==> config.mk <==
export PLATFORM = sky130hd
export DESIGN_NAME = axi_ar_4k_splitter
export DESIGN_NICKNAME = d
export VERILOG_FILES = /design/src/rtl/axi_ar_4k_splitter.sv
export SDC_FILE = /design/constraint.sdc
export NUM_CORES = 1
export LEC_CHECK = 0
export CAP_MARGIN = 20
export CORE_MARGIN = 2
export CORE_UTILIZATION = 51
export DETAILED_ROUTE_END_ITERATION = 8
export GPL_ROUTABILITY_DRIVEN = 0
export HOLD_SLACK_MARGIN = 0.12
export PLACE_DENSITY = 0.82
export RECOVER_POWER = 25
export SYNTH_ARGS = -nofsm -noshare
export SYNTH_HDL_FRONTEND = slang
export SYNTH_SLANG_ARGS = --single-unit
==> constraint.sdc <==
create_clock -name clk -period 8.16 [get_ports clk]
set_input_delay 0.816 -clock clk [delete_from_list [all_inputs] [get_ports clk]]
set_output_delay 0.816 -clock clk [all_outputs]
set_load 0.05 [all_outputs]
==> src/rtl/axi_ar_4k_splitter.sv <==
// axi_ar_4k_splitter
//   Per-master AXI read-address stage in front of the crossbar arbitration.
//   - INCR bursts that cross a 4 KB boundary are issued as two downstream bursts.
//   - The master index is prefixed onto ARID.
//   - Same-ID requests to different 4 KB regions are held back until the
//     earlier burst has returned RLAST, using a small outstanding table.
//   - Read data of a split burst is merged back into one burst with a single
//     RLAST toward the master.
// Ports
//   clk, rst_n        clock, asynchronous active-low reset
//   s_axi_index       static master number, prefixed onto ARID
//   s_axi_ar_*        read-address channel from the master
//   m_axi_ar_*        read-address channel toward the crossbar
//   m_axi_r_*         read-data channel from the crossbar
//   s_axi_r_*         read-data channel toward the master
module axi_ar_4k_splitter #(
  parameter int ADDR_W    = 14,
  parameter int ID_W      = 4,
  parameter int IDX_W     = 2,
  parameter int DATA_W    = 32,
  parameter int OST_DEPTH = 4
) (
  input  logic                  clk,
  input  logic                  rst_n,
  input  logic [IDX_W-1:0]      s_axi_index,
  input  logic [ADDR_W-1:0]     s_axi_ar_addr,
  input  logic [7:0]            s_axi_ar_arlen,
  input  logic [2:0]            s_axi_ar_arsize,
  input  logic [1:0]            s_axi_ar_arburst,
  input  logic [ID_W-1:0]       s_axi_ar_arid,
  input  logic                  s_axi_ar_valid,
  output logic                  s_axi_ar_ready,
  output logic [ADDR_W-1:0]     m_axi_ar_addr,
  output logic [7:0]            m_axi_ar_arlen,
  output logic [2:0]            m_axi_ar_arsize,
  output logic [1:0]            m_axi_ar_arburst,
  output logic [ID_W+IDX_W-1:0] m_axi_ar_arid,
  output logic                  m_axi_ar_valid,
  input  logic                  m_axi_ar_ready,
  input  logic [DATA_W-1:0]     m_axi_r_rdata,
  input  logic [1:0]            m_axi_r_rresp,
  input  logic [ID_W+IDX_W-1:0] m_axi_r_rid,
  input  logic                  m_axi_r_rlast,
  input  logic                  m_axi_r_valid,
  output logic                  m_axi_r_ready,
  output logic [DATA_W-1:0]     s_axi_r_rdata,
  output logic [1:0]            s_axi_r_rresp,
  output logic [ID_W-1:0]       s_axi_r_rid,
  output logic                  s_axi_r_rlast,
  output logic                  s_axi_r_valid,
  input  logic                  s_axi_r_ready
);

  localparam int RID_W = ID_W + IDX_W;
  localparam int REG_W = ADDR_W - 12;
  localparam int PTR_W = (OST_DEPTH > 1) ? $clog2(OST_DEPTH) : 1;
  localparam int CNT_W = $clog2(OST_DEPTH + 1);

  typedef enum logic [1:0] {IDLE = 2'd0, ISSUE1 = 2'd1, ISSUE2 = 2'd2} state_t;

  state_t            state;
  logic [ADDR_W-1:0] req_addr;
  logic [7:0]        req_len;
  logic [2:0]        req_size;
  logic [1:0]        req_burst;
  logic [ID_W-1:0]   req_id;

  logic [OST_DEPTH-1:0] tbl_valid;
  logic [OST_DEPTH-1:0] tbl_split;
  logic [RID_W-1:0]     tbl_id     [OST_DEPTH];
  logic [REG_W-1:0]     tbl_region [OST_DEPTH];

  logic [11:0]      a0;
  logic [12:0]      beats;
  logic [8:0]       len_p1;
  logic             is_split;
  logic [REG_W-1:0] region;
  logic [REG_W-1:0] region2;
  logic [REG_W-1:0] piece_region;
  logic [RID_W-1:0] full_id;

  // Beats that fit before the next 4 KB boundary, from the size-aligned start.
  assign a0       = req_addr[11:0] & ~((12'h1 << req_size) - 12'h1);
  assign beats    = (13'h1000 - {1'b0, a0}) >> req_size;
  assign len_p1   = {1'b0, req_len} + 9'd1;
  assign is_split = (req_burst == 2'b01) && ({4'b0, len_p1} > beats);

  assign region       = req_addr[ADDR_W-1:12];
  assign region2      = region + REG_W'(1);
  assign piece_region = (state == ISSUE2) ? region2 : region;
  assign full_id      = {s_axi_index, req_id};

  logic             conflict;
  logic [CNT_W-1:0] free_cnt;
  logic [PTR_W-1:0] alloc_idx;
  logic             alloc_found;
  logic [PTR_W-1:0] match_idx;
  logic             match_hit;

  always_comb begin
    conflict    = 1'b0;
    free_cnt    = '0;
    alloc_idx   = '0;
    alloc_found = 1'b0;
    match_idx   = '0;
    match_hit   = 1'b0;
    for (int i = 0; i < OST_DEPTH; i++) begin
      if (tbl_valid[i] && (tbl_id[i] == full_id) && (tbl_region[i] != piece_region))
        conflict = 1'b1;
      if (!tbl_valid[i]) begin
        free_cnt = free_cnt + CNT_W'(1);
        if (!alloc_found) begin
          alloc_idx   = PTR_W'(i);
          alloc_found = 1'b1;
        end
      end
      if (tbl_valid[i] && (tbl_id[i] == m_axi_r_rid) && !match_hit) begin
        match_idx = PTR_W'(i);
        match_hit = 1'b1;
      end
    end
  end

  logic m_hs;
  logic r_free;

  assign s_axi_ar_ready   = (state == IDLE) && (free_cnt >= CNT_W'(2));
  assign m_axi_ar_valid   = (state != IDLE) && !conflict;
  assign m_axi_ar_addr    = (state == ISSUE2) ? {region2, 12'h000} : req_addr;
  assign m_axi_ar_arlen   = (state == ISSUE2) ? (req_len - beats[7:0]) :
                            (is_split ? (beats[7:0] - 8'd1) : req_len);
  assign m_axi_ar_arsize  = req_size;
  assign m_axi_ar_arburst = req_burst;
  assign m_axi_ar_arid    = full_id;

  assign m_hs   = m_axi_ar_valid && m_axi_ar_ready;
  assign r_free = m_axi_r_valid && s_axi_r_ready && m_axi_r_rlast && match_hit;

  assign s_axi_r_valid = m_axi_r_valid;
  assign m_axi_r_ready = s_axi_r_ready;
  assign s_axi_r_rdata = m_axi_r_rdata;
  assign s_axi_r_rresp = m_axi_r_rresp;
  assign s_axi_r_rid   = m_axi_r_rid[ID_W-1:0];
  // The first piece of a split burst must not end the master's burst.
  assign s_axi_r_rlast = m_axi_r_rlast && !(match_hit && tbl_split[match_idx]);

  always_ff @(posedge clk or negedge rst_n) begin
    if (!rst_n) begin
      state     <= IDLE;
      req_addr  <= '0;
      req_len   <= '0;
      req_size  <= '0;
      req_burst <= '0;
      req_id    <= '0;
    end else begin
      case (state)
        IDLE: if (s_axi_ar_valid && s_axi_ar_ready) begin
          req_addr  <= s_axi_ar_addr;
          req_len   <= s_axi_ar_arlen;
          req_size  <= s_axi_ar_arsize;
          req_burst <= s_axi_ar_arburst;
          req_id    <= s_axi_ar_arid;
          state     <= ISSUE1;
        end
        ISSUE1: if (m_hs) state <= is_split ? ISSUE2 : IDLE;
        ISSUE2: if (m_hs) state <= IDLE;
        default: state <= IDLE;
      endcase
    end
  end

  // Free and allocate never target the same slot: allocation picks from
  // entries that were already invalid at the start of the cycle.
  always_ff @(posedge clk or negedge rst_n) begin
    if (!rst_n) begin
      tbl_valid <= '0;
      tbl_split <= '0;
      for (int i = 0; i < OST_DEPTH; i++) begin
        tbl_id[i]     <= '0;
        tbl_region[i] <= '0;
      end
    end else begin
      if (r_free) tbl_valid[match_idx] <= 1'b0;
      if (m_hs) begin
        tbl_valid[alloc_idx]  <= 1'b1;
        tbl_id[alloc_idx]     <= full_id;
        tbl_region[alloc_idx] <= piece_region;
        tbl_split[alloc_idx]  <= (state == ISSUE1) && is_split;
      end
    end
  end

endmodule

Fig. 1: run 1, metal 1
Bar = 20 um. Supply wires on this layer in gray.
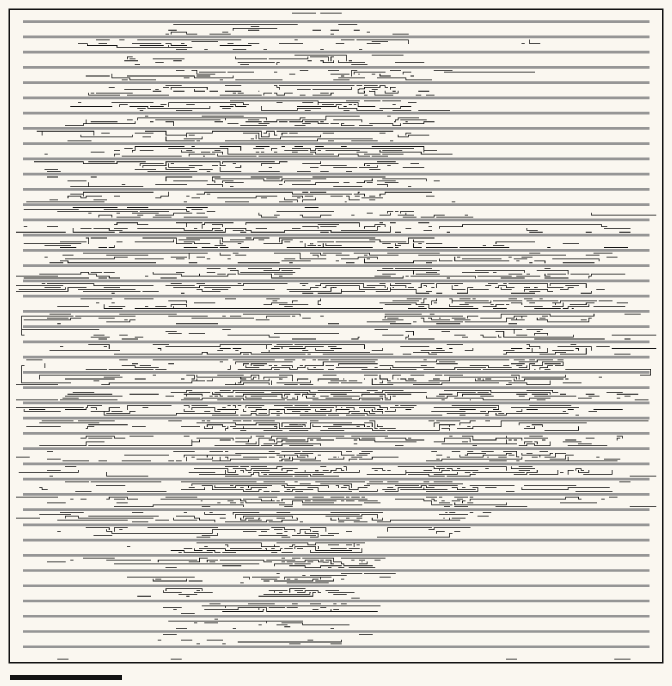
The layer holds 43% of the routed length. 721 nets have wire on it. The wires run mostly horizontal. The layer carries 7150 um of wire. The longest straight run is 44.2 um.
met1 Usage GRT: 32.3%
Routed Wire Length: 16.6 mm
detailed-route via count: 5353

Fig. 2: run 1, signal wires on met2
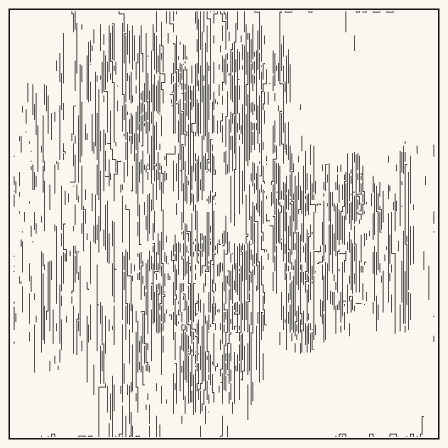
The layer carries 7910 um of wire. The longest straight run is 39.4 um. The layer holds 48% of the routed length. The wires run mostly vertical. 708 nets have wire on it.
routing usage on met2: 41.1%

Fig. 3: run 1, metal 3
Bar = 20 um. Cells faint in the background.
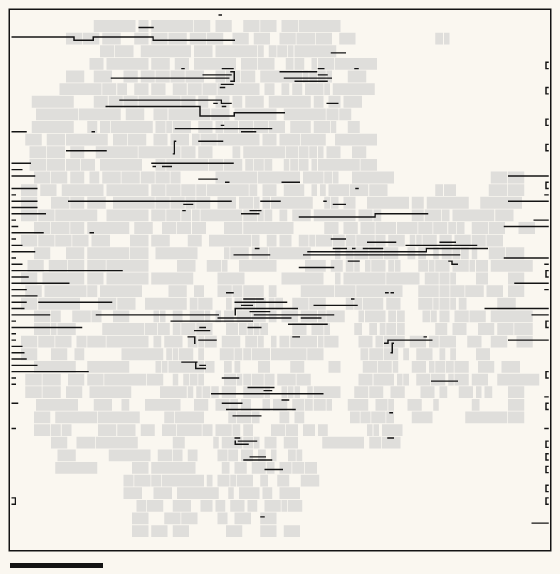
The longest straight run is 35.0 um. The layer carries 1030 um of wire.
met3 Usage GRT: 5.71%

Fig. 4: run 1, the metal 4 layer
Supply wires on this layer in gray.
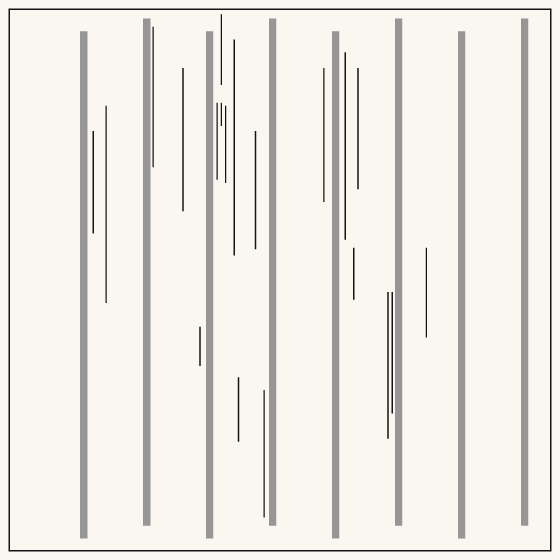
The layer carries 479 um of wire. The wires run mostly vertical. 20 nets have wire on it.

==> Slide: Implementation Results, run 1 <==
Key Metrics from the Run

Run status
  – Outcome: finished with violations
  – Failing checks: max-capacitance violations, max-slew violations

Floorplan
  – Pre-Place Util: between 50% and 60%
  – # IOs: between 150 and 200
  – Core Rows: 41
  – Die area: between 0.01 and 0.015 sq mm
  – Core footprint: 0.0125 sq mm
  – Die width: approximately 120 um
  – DIE HEIGHT: between 100 and 150 um

GRT
  – GR Overflow Total: 0
  – GR Util All Layers: between 20 and 30%
  – Vias in the first global route: roughly 5.3k
  – Initial antenna violation count: 0
  – Largest net degree at the start of global routing: between 70 and 80
  – Global-route wire length before repair: 26.6 mm

Final timing
  – WHS: 0.513 ns
  – Clk_skew: 0.00790 ns
  – Slew HR: -166%
  – Min cycle time layout: approximately 7.5 ns
  – Final hold viol count: 0
  – RSZ-0062 raised after global routing: false
  – Post-route setup TNS: 0 ns
  – Worst-Margin Slew: 3.99 ns
  – Period utilization: 91.7%
  – Max frequency: 0.134 GHz
  – Final Setup Violations: 0
  – Slew Limit Fails: ~74

Route
  – Routed len/inst: about 19 um
  – Vias per cell: roughly 6.0
  – Initial DRC count: ~540
  – Residual DRC: 0
  – DR pass1 iterations: 5
  – Post-route ant nets: 0

Synthesis
  – Netlist cell types: between 90 and 100
  – Area leader share: 28.4%
  – Top cells, area: dfrtp_1 28%, mux2_2 11%, xnor2_1 7.2%
  – Floorplan net count: a little under 800
  – Number of enable flip-flop cells: 0
  – Yosys Warn Count: 0
  – Yosys Chip Area: 0.00643 sq mm
  – Syn Std Cell Area: ~0.0064 sq mm
  – Commonest cells post-synth: 73 x dfrtp_1, 64 x mux2_2, 53 x xnor2_1
  – Yosys top cell by area: dfrtp_1
  – Ys cells: slightly below 700
  – Yosys top cell by instances: dfrtp_1
  – Post-Syn Area per Cell: 9.41 sq um
  – Cells after Synth: around 700
  – Register share after synthesis: between 20% and 30%
  – Ys async rst share: 100%
  – Main flop type: dfrtp_1
  – Synthesized flop and latch total: 73

CTS
  – Clock Pin Slew Worst Setup and Hold Paths: about 0.060 ns
  – Clock Tree Buf Depth: 2
  – CTS tree: yes
  – Clock Tree Root: clkbuf_16
  – Post-CTS Hold Buffers: 0
  – CTS buffer count: 9
  – # resized after CTS: 0
  – Late-Pin Clk Latency: ~0.34 ns
  – Num Clock Sinks: roughly 73
  – H-tree depth: 3

Finish
  – Final core utilization: 59.6%
  – Final #Nets: slightly above 800
  – Area added between synthesis and finish: 15.5%
  – Final cell count without fillers: a little under 900
  – Logic area: around 0.0040 sq mm
  – Fillers: ~1k
  – Layout cell share with drive strength beyond 1: about 18%
  – ANT cells: 0
  – Register area: roughly 0.0018 sq mm

Worst setup path
  – Worst setup path startpoint: m_axi_ar_arsize[0]
  – CP Capture Type: output pin
  – CP Launch Type: register
  – FF-to-FF End: tbl_split[2]
  – CP max FO: 16
  – Capture point of the worst path: m_axi_ar_arlen[7]
  – Worst R2R Start: m_axi_ar_arsize[0]
  – Setup Crit Path Kind: reg2out
  – R2r setup slk: around 2.5 ns
  – Reg2reg path depth: 19
  – Critical Path AT: about 6.7 ns
  – Data required time at the worst endpoint: between 7 and 8 ns

Job
  – # Max-Cap Violations: 1
  – Stage-log warning count: 29

Placement
  – Hpwl dp: about 12 mm
  – Placed insts: approximately 870
  – PortBufs: between 80 and 90

Worst hold path
  – Hold Crit Class: reg2reg
==> run 1: repair_timing <==
| item | in CTS | in global routing |
|---|---|---|
| setup buffers | 0 | 5 |
| setup endpoints to repair | 0 | 1 |
| endpoints found under the hold margin | 0 | 0 |
==> run 1: per-stage QoR <==
stage,setup WS [ns],cell area [sq um]
after floorplan,0.874,6430
after global placement,1.15,7080
after detailed placement,0.954,7080
after CTS,0.541,7400
after global routing,0.0312,7430
final,0.679,7430
==> run 1: critical path, stage by stage, from the launching register on <==
cell and delay, ns:
dfrtp_1 0.37, inv_1 0.42, nand3_1 0.15, ha_1 0.35, and4b_1 0.25, o21ai_2 0.37, nand2_1 0.33, o311ai_0 0.54
a221oi_1 0.15, nor3_1 0.52, inv_1 0.16, ha_1 0.24, inv_1 0.11, a2111oi_0 0.08, a2111oi_0 0.59, a2bb2o_1 0.40
a21oi_1 0.15, nor3_1 0.07, xnor2_1 0.12, mux2i_1 0.12, clkdlybuf4s50_1 0.83
==> run 1: metal layers <==
metal,routed length (um),GRT usage (%),up-vias
met5,0,0,-
met4,478,9.29,0
met3,1030,5.71,42
met2,7910,41.1,235
met1,7150,32.3,2621
li1,-,-,2455
==> run 1: cells by family (layout without fill, tap and decap cells) <==
family | count (synthesis) | count (layout) | synth area share (%)
buffers and inverters | 105 | 135 | 8.96
adder cells (fa/ha/maj) | 16 | 16 | 3.11
multiplexers | 85 | 85 | 14.7
XOR/XNOR | 91 | 91 | 12.5
flip-flops | 73 | 73 | 28.4
AND-OR/OR-AND | 129 | 129 | 16.6
AND/OR/NAND/NOR | 185 | 185 | 15.7
==> run 1: placed cells by master (no fill, tap or decap), types with 17 or more instances in the layout <==
cell type / n
a21oi_1: 19
and2_1: 18
clkdlybuf4s50_1: 86
dfrtp_1: 73
inv_1: 19
mux2_2: 64
mux2i_1: 17
nand2_1: 45
nor2_1: 25
o21ai_0: 20
xnor2_1: 53
xor2_1: 37
==> run 1: registers in the layout (all words and copies together) (netlist names) <==
| signal | count |
|---|---|
| tbl_id | 24 |
| tbl_valid | 4 |
| tbl_region | 8 |
| m_axi_ar_arsize | 3 |
| m_axi_ar_arburst | 2 |
| req_len | 8 |
| tbl_split | 4 |
| req_addr | 14 |
| state | 2 |
| req_id | 4 |
==> run 1: final cells by class <==
cell class | count | area share [%]
well taps | 172 | 2.90
flip-flops and latches | 73 | 24.6
repair buffers | 99 | 12.8
clock buffers | 10 | 3.08
inverters | 20 | 1.01
multi-input cells | 506 | 54.4
clock inverters | 6 | 1.21
==> run 1: worst min path at each step <==
stage,end,slack (ns),start,depth (start not counted)
finish,tbl_split[2],0.51,tbl_split[2],1
global route,tbl_split[0],0.53,tbl_split[0],1
CTS,tbl_split[2],0.51,tbl_split[2],1
detailed placement,tbl_split[2],0.49,tbl_split[2],1
global placement,tbl_split[2],0.48,tbl_split[2],1
floorplan,tbl_split[2],0.46,tbl_split[2],1
## Run 2: what changed since run 1
Settings changed: CTS_CLUSTER_SIZE from default to 8, SKIP_LAST_GASP from default to 1, SLEW_MARGIN from default to 20.
Fig. 5: run 2, metal 1
Bar = 20 um. Supply wires on this layer in gray.
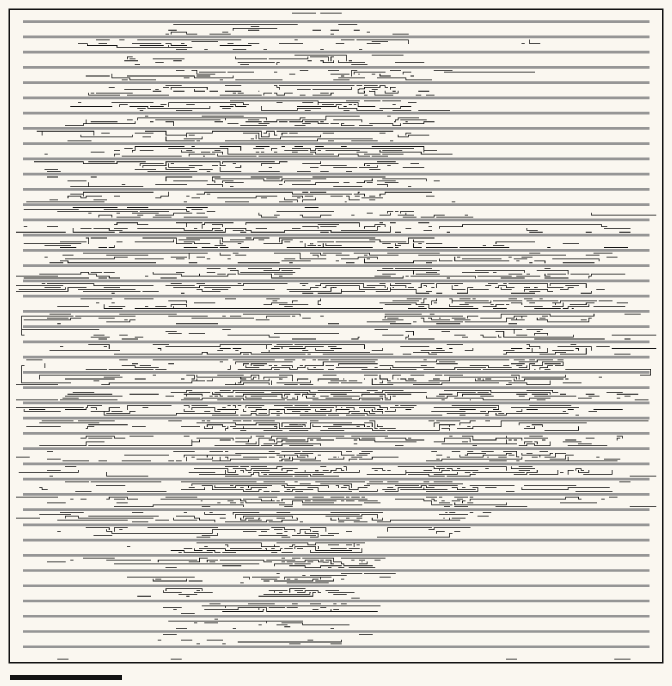
The layer holds 43% of the routed length. The wires run mostly horizontal. The longest straight run is 44.2 um. The layer carries 7150 um of wire. 721 nets have wire on it.

==> run 2 against run 1 <==
  * The run still ends with max-capacitance violations, max-slew violations left
  * Worst setup slack unchanged
  * Cell count unchanged
  * Register-to-register slack about the same
  * Via count unchanged
  * Die size unchanged
  * Global-route usage unchanged
  * Critical path type unchanged
  * Largest cell class unchanged
  * Highest routed layer unchanged
==> Slide: Implementation Results, run 2 <==
Key Metrics from the Run

Run status
  – Outcome: finished with violations
  – Failing checks: max-capacitance violations, max-slew violations

Floorplan
  – Core Rows: 41 (unchanged)
  – Pre-Place Util: 51.6% (unchanged)
  – Die area: 0.0135 sq mm (unchanged)
  – # IOs: 156 (unchanged)
  – DIE HEIGHT: 116 um (unchanged)
  – Core footprint: 0.0125 sq mm (unchanged)
  – Die width: 116 um (unchanged)

Synthesis
  – Syn Std Cell Area: 0.00643 sq mm (unchanged)
  – Number of enable flip-flop cells: 0 (unchanged)
  – Yosys Warn Count: 0 (unchanged)
  – Ys cells: 684 (unchanged)
  – Yosys top cell by area: dfrtp_1
  – Ys async rst share: 100% (unchanged)
  – Post-Syn Area per Cell: 9.41 sq um (unchanged)
  – Main flop type: dfrtp_1
  – Top cells, area: dfrtp_1 28%, mux2_2 11%, xnor2_1 7.2%
  – Area leader share: 28.4% (unchanged)
  – Synthesized flop and latch total: 73 (unchanged)
  – Commonest cells post-synth: 73 x dfrtp_1, 64 x mux2_2, 53 x xnor2_1
  – Yosys Chip Area: 0.00643 sq mm (unchanged)
  – Netlist cell types: 93 (unchanged)
  – Floorplan net count: 780 (unchanged)
  – Cells after Synth: 684 (unchanged)
  – Register share after synthesis: 28.4% (unchanged)
  – Yosys top cell by instances: dfrtp_1

Final timing
  – Slew Limit Fails: 74 (unchanged)
  – Final hold viol count: 0 (unchanged)
  – Worst-Margin Slew: 3.99 ns (unchanged)
  – Final Setup Violations: 0 (unchanged)
  – Slew HR: -166% (unchanged)
  – Post-route setup TNS: 0 ns (unchanged)
  – Period utilization: 91.7% (unchanged)
  – Min cycle time layout: 7.48 ns (unchanged)
  – RSZ-0062 raised after global routing: false
  – WHS: 0.513 ns (unchanged)
  – Max frequency: 0.134 GHz (unchanged)
  – Clk_skew: 0.00790 ns (unchanged)

Route
  – Detailed-route via count: 5353 (unchanged)
  – Routed Wire Length: 16.6 mm (unchanged)
  – Residual DRC: 0 (unchanged)
  – Post-route ant nets: 0 (unchanged)
  – DR pass1 iterations: 5 (unchanged)
  – Routed len/inst: 18.7 um (unchanged)
  – Vias per cell: 6.04 (unchanged)
  – Initial DRC count: 541 (unchanged)

CTS
  – # resized after CTS: 0 (unchanged)
  – CTS tree: yes
  – Num Clock Sinks: 73 (unchanged)
  – Late-Pin Clk Latency: 0.34 ns (about the same)
  – H-tree depth: 3 (unchanged)
  – Clock Pin Slew Worst Setup and Hold Paths: 0.06 ns (about the same)
  – Clock Tree Root: clkbuf_16
  – Clock Tree Buf Depth: 2 (unchanged)
  – CTS buffer count: 9 (unchanged)

Finish
  – Top reg by flops: tbl_id
  – Fillers: 1029 (unchanged)
  – Final cell count without fillers: 886 (unchanged)
  – Largest registers: tbl_id x24, req_addr x14
  – Logic area: 0.00404 sq mm (unchanged)
  – Area added between synthesis and finish: 15.5% (unchanged)
  – ANT cells: 0 (unchanged)
  – Final #Nets: 805 (unchanged)
  – Register area: 0.00183 sq mm (unchanged)
  – Top Layout Cells: 86 x clkdlybuf4s50_1, 73 x dfrtp_1, 64 x mux2_2
  – Max reg flops: 24 (unchanged)
  – Layout cell share with drive strength beyond 1: 17.8% (unchanged)
  – Most frequent logic cell in the layout: clkdlybuf4s50_1

Placement
  – Hpwl dp: 11.8 mm (unchanged)
  – PortBufs: 87 (unchanged)
  – Placed insts: 865 (unchanged)

Worst hold path
  – Hold path cells: 1 (unchanged)
  – Hold Crit Class: reg2reg
  – Worst Hold Launch: tbl_split[2]
  – WHS Endpoint: tbl_split[2]

Worst setup path
  – Slowest CP cell: clkdlybuf4s50_1
  – Worst setup path startpoint: m_axi_ar_arsize[0]
  – Reg2reg path depth: 19 (unchanged)
  – Worst-path cell chain: inv_1, nand3_1, ha_1, and4b_1, o21ai_2, nand2_1, o311ai_0, a221oi_1, nor3_1, inv_1, ha_1, inv_1, a2111oi_0, a2111oi_0, a2bb2o_1, a21oi_1, nor3_1, xnor2_1, mux2i_1, clkdlybuf4s50_1
  – Data required time at the worst endpoint: 7.34 ns (about the same)
  – R2r setup slk: 2.50 ns (about the same)
  – Critical Path AT: 6.66 ns (about the same)
  – Slowest stage delay, CP: 0.83 ns (about the same)
  – Worst R2R Start: m_axi_ar_arsize[0]
  – CP Capture Type: output pin
  – CP dominant cell by count: inv_1
  – FF-to-FF End: tbl_split[2]
  – CP Launch Type: register
  – Setup Crit Path Kind: reg2out
  – CP max FO: 16 (unchanged)

GRT
  – Largest net degree at the start of global routing: 74 (unchanged)
  – Vias in the first global route: 5279 (unchanged)
  – Initial antenna violation count: 0 (unchanged)
  – GR Util All Layers: 25.0% (unchanged)
  – GR Overflow Total: 0 (unchanged)
  – Global-route wire length before repair: 26.6 mm (unchanged)

Job
  – # Max-Cap Violations: 1 (unchanged)
  – Stage-log warning count: 29 (unchanged)
Fig. 6: run 2, metal 3
Bar = 20 um. Cells faint in the background.
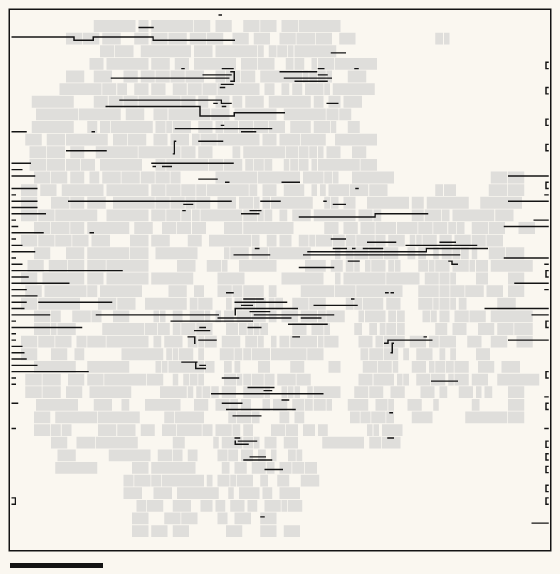
The wires run mostly horizontal. The layer holds 6.2% of the routed length.

==> run 2: cell type report <==
cell class	count	area share [%]
Multi-Input combinational cell	506	54.4
Sequential cell	73	24.6
Timing Repair Buffer	99	12.8
Clock buffer	10	3.08
Tap cell	172	2.90
Clock inverter	6	1.21
Inverter	20	1.01
==> run 2: worst max path at each step <==
stage                                    to  slack [ns]
after floorplan           m_axi_ar_arlen[4]        0.87
after global placement    m_axi_ar_arlen[4]        1.15
after detailed placement  m_axi_ar_arlen[4]        0.95
after CTS                 m_axi_ar_arlen[4]        0.54
after global routing      m_axi_ar_arlen[7]        0.03
final                     m_axi_ar_arlen[7]        0.68
==> run 2: routing by layer <==
layer	vias up	global-route usage, %	wire, um
met2	235	41.1	7910
met3	42	5.71	1030
met4	0	9.29	478
met5	-	0	0
met1	2621	32.3	7150
li1	2455	-	-
==> run 2: cell families after synthesis <==
| family | share of synthesized area, % |
|---|---|
| AOI/OAI and AO/OA | 16.6 |
| DFF | 28.4 |
| and+or+nand+nor | 15.7 |
| muxes | 14.7 |
| adders and majority gates | 3.11 |
| buffers and inverters | 8.96 |
| xor gates and xnor gates | 12.5 |
==> run 2: per-stage QoR <==
stage | setup slack (ns) | cell area (sq um) | util [%]
3_3_place_gp | 1.15 | 7080 | 56.8
2_1_floorplan | 0.874 | 6430 | -
5_1_grt | 0.0312 | 7430 | 59.6
6_report | 0.679 | 7430 | 59.6
3_5_place_dp | 0.954 | 7080 | 56.8
4_1_cts | 0.541 | 7400 | 59.3
==> run 2: worst max-delay path: cells and delay by family, from the launching register on <==
| family | cells | cell delay [ns] |
|---|---|---|
| xor+xnor | 1 | 0.12 |
| simple gates | 5 | 1.32 |
| compound gates | 7 | 2.28 |
| fa+ha+maj | 2 | 0.59 |
| buf+inv | 4 | 1.52 |
| mux | 1 | 0.12 |
| flops | 1 | 0.37 |
==> run 2: what timing repair did <==
| action | in CTS | in global routing |
|---|---|---|
| setup buffers | 0 | 5 |
| setup endpoints to repair | 0 | 1 |
| hold buffers | 0 | 0 |
| hold endpoints to repair | 0 | 0 |
## Run 3: what changed since run 2
Settings changed: CTS_CLUSTER_DIAMETER from default to 100.
Fig. 7: run 3, clock wiring as the flow saved it
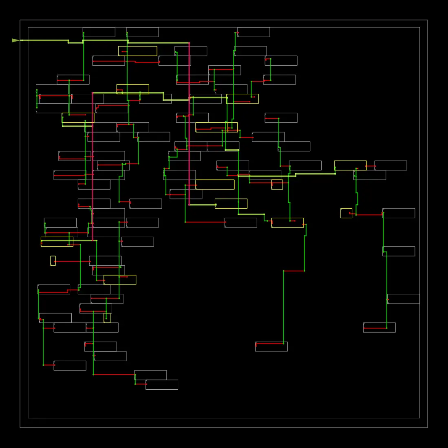
Late-Pin Clk Latency: 0.34 ns
clk_skew: 0.00790 ns
flop count: 73
clock buf count: 10

==> run 3 against run 2 <==
  * Fmax stayed put
  * The run still ends with max-capacitance violations, max-slew violations left
  * First-iteration DRC count unchanged
  * Largest cell class unchanged
  * Worst hold slack did not move
  * Synthesized area is the same
  * Worst setup slack unchanged
  * Critical path depth is the same
  * Cell count did not move
  * Utilization unchanged
  * Cell area unchanged
==> Slide: Implementation Results, run 3 <==
Key Metrics from the Run

Finish
  – Final cell count without fillers: 886 (unchanged)
  – Post-route cell area: 0.00743 sq mm (unchanged)
  – Largest registers: tbl_id x24, req_addr x14
  – Top reg by flops: tbl_id
  – Max reg flops: 24 (unchanged)
  – Top Layout Cells: 86 x clkdlybuf4s50_1, 73 x dfrtp_1, 64 x mux2_2
  – Layout cell share with drive strength beyond 1: 17.8% (unchanged)
  – Final core utilization: 59.6% (unchanged)
  – Fillers: 1029 (unchanged)
  – Final #Nets: 805 (unchanged)
  – Area added between synthesis and finish: 15.5% (unchanged)
  – ANT cells: 0 (unchanged)
  – Most frequent logic cell in the layout: clkdlybuf4s50_1

CTS
  – Num Clock Sinks: 73 (unchanged)
  – Setup Fix Bufs, Post-CTS: 0 (unchanged)
  – Clock Tree Buf Depth: 2 (unchanged)
  – # resized after CTS: 0 (unchanged)
  – Post-CTS Hold Buffers: 0 (unchanged)
  – CTS buffer count: 9 (unchanged)
  – Clock Tree Root: clkbuf_16
  – H-tree depth: 3 (unchanged)
  – CTS tree: yes
  – Clock Pin Slew Worst Setup and Hold Paths: 0.06 ns (about the same)

Final timing
  – Slew HR: -166% (unchanged)
  – Final Setup Violations: 0 (unchanged)
  – Min cycle time layout: 7.48 ns (unchanged)
  – Period utilization: 91.7% (unchanged)
  – Final hold viol count: 0 (unchanged)
  – RSZ-0062 raised after global routing: false
  – Worst-Margin Slew: 3.99 ns (unchanged)
  – Max frequency: 0.134 GHz (unchanged)
  – Post-route setup slack: 0.679 ns (unchanged)
  – WHS: 0.513 ns (unchanged)
  – Slew Limit Fails: 74 (unchanged)
  – Post-route setup TNS: 0 ns (unchanged)

Synthesis
  – Yosys top cell by area: dfrtp_1
  – Syn Std Cell Area: 0.00643 sq mm (unchanged)
  – Cells after Synth: 684 (unchanged)
  – Yosys top cell by instances: dfrtp_1
  – Yosys Chip Area: 0.00643 sq mm (unchanged)
  – Synthesized flop and latch total: 73 (unchanged)
  – Floorplan net count: 780 (unchanged)
  – Top cells, area: dfrtp_1 28%, mux2_2 11%, xnor2_1 7.2%
  – Ys async rst share: 100% (unchanged)
  – Ys cells: 684 (unchanged)
  – Post-Syn Area per Cell: 9.41 sq um (unchanged)
  – Netlist cell types: 93 (unchanged)
  – Main flop type: dfrtp_1
  – Area leader share: 28.4% (unchanged)
  – Commonest cells post-synth: 73 x dfrtp_1, 64 x mux2_2, 53 x xnor2_1
  – Yosys Warn Count: 0 (unchanged)
  – Register share after synthesis: 28.4% (unchanged)
  – Number of enable flip-flop cells: 0 (unchanged)

Floorplan
  – Die area: 0.0135 sq mm (unchanged)
  – Pre-Place Util: 51.6% (unchanged)
  – # IOs: 156 (unchanged)
  – Core footprint: 0.0125 sq mm (unchanged)
  – Die width: 116 um (unchanged)
  – Core Rows: 41 (unchanged)
  – DIE HEIGHT: 116 um (unchanged)

Worst setup path
  – Worst-path cell chain: inv_1, nand3_1, ha_1, and4b_1, o21ai_2, nand2_1, o311ai_0, a221oi_1, nor3_1, inv_1, ha_1, inv_1, a2111oi_0, a2111oi_0, a2bb2o_1, a21oi_1, nor3_1, xnor2_1, mux2i_1, clkdlybuf4s50_1
  – Slowest stage delay, CP: 0.83 ns (about the same)
  – CP dominant cell by count: inv_1
  – CP max FO: 16 (unchanged)
  – Setup Crit Path Kind: reg2out
  – Data required time at the worst endpoint: 7.34 ns (about the same)
  – Critical Path Stages: 20 (unchanged)
  – CP Capture Type: output pin
  – Reg2reg path depth: 19 (unchanged)
  – CP Launch Type: register
  – Crit-path leading delay family: AND-OR/OR-AND gates
  – Slowest CP cell: clkdlybuf4s50_1
  – CP Buf/Inv Count: 4 (unchanged)
  – Critical Path AT: 6.66 ns (about the same)

Run status
  – Failing checks: max-capacitance violations, max-slew violations
  – Outcome: finished with violations

Route
  – Routed len/inst: 18.7 um (unchanged)
  – Max Used Layer: met4
  – Routed Wire Length: 16.6 mm (unchanged)
  – Metal3 WL: 1.03 mm (unchanged)
  – Residual DRC: 0 (unchanged)
  – Vias per cell: 6.04 (unchanged)
  – DR pass1 iterations: 5 (unchanged)
  – Post-route ant nets: 0 (unchanged)
  – Initial DRC count: 541 (unchanged)
  – DRT met1 WL: 7.15 mm (unchanged)
  – Detailed-route via count: 5353 (unchanged)
  – Met2 wire len: 7.91 mm (unchanged)

Placement
  – Placed insts: 865 (unchanged)
  – DP Area: 0.00708 sq mm (unchanged)
  – PortBufs: 87 (unchanged)
  – Hpwl dp: 11.8 mm (unchanged)
  – Post-Place Worst Slack: 0.954 ns (unchanged)

Worst hold path
  – Hold Crit Class: reg2reg
  – Hold path cells: 1 (unchanged)

GRT
  – Initial antenna violation count: 0 (unchanged)
  – Largest net degree at the start of global routing: 74 (unchanged)
  – GR Overflow Total: 0 (unchanged)
  – Vias in the first global route: 5279 (unchanged)
  – Global-route wire length before repair: 26.6 mm (unchanged)
  – GR Util All Layers: 25.0% (unchanged)

Job
  – Stage-log warning count: 29 (unchanged)
  – # Max-Cap Violations: 1 (unchanged)
Fig. 8: run 3, metal 1
Bar = 20 um. Supply wires on this layer in gray.
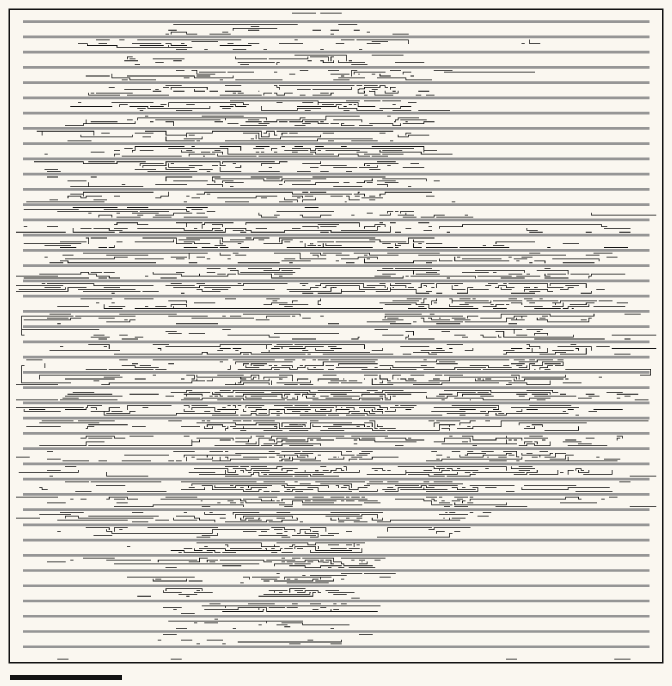
721 nets have wire on it. The wires run mostly horizontal. The layer holds 43% of the routed length.

-- run 3: cell type report --
class | instances | area, sq um | area share, %
repair buffers | 99 | 952 | 12.8
multi-input cells | 506 | 4040 | 54.4
inverters | 20 | 75.1 | 1.01
flip-flops and latches | 73 | 1830 | 24.6
clock inverters | 6 | 90.1 | 1.21
well taps | 172 | 215 | 2.90
clock buffers | 10 | 229 | 3.08
-- run 3: routing by layer --
| layer | GRT usage (%) | up-vias |
|---|---|---|
| met5 | 0 | - |
| met4 | 9.29 | 0 |
| met3 | 5.71 | 42 |
| met2 | 41.1 | 235 |
| met1 | 32.3 | 2621 |
| li1 | - | 2455 |
-- run 3: path summary, 6_finish.rpt --
path | to | start | slack, ns
worst max-delay path | m_axi_ar_arlen[7] | m_axi_ar_arsize[0] | 0.68
worst min-delay path | tbl_split[2] | tbl_split[2] | 0.51
worst max register to register | tbl_split[2] | m_axi_ar_arsize[0] | 2.50
worst min register to register | tbl_split[2] | tbl_split[2] | 0.51
max in group asynchronous | m_axi_ar_arsize[0] | rst_n | 3.96
min in group asynchronous | tbl_split[2] | rst_n | 1.97
-- run 3: kinds of logic after synthesis --
kind of cell | count (synthesis) | share of synthesized area (%)
xor gates and xnor gates | 91 | 12.5
AOI/OAI and AO/OA | 129 | 16.6
muxes | 85 | 14.7
and+or+nand+nor | 185 | 15.7
buffers and inverters | 105 | 8.96
DFF | 73 | 28.4
adders and majority gates | 16 | 3.11
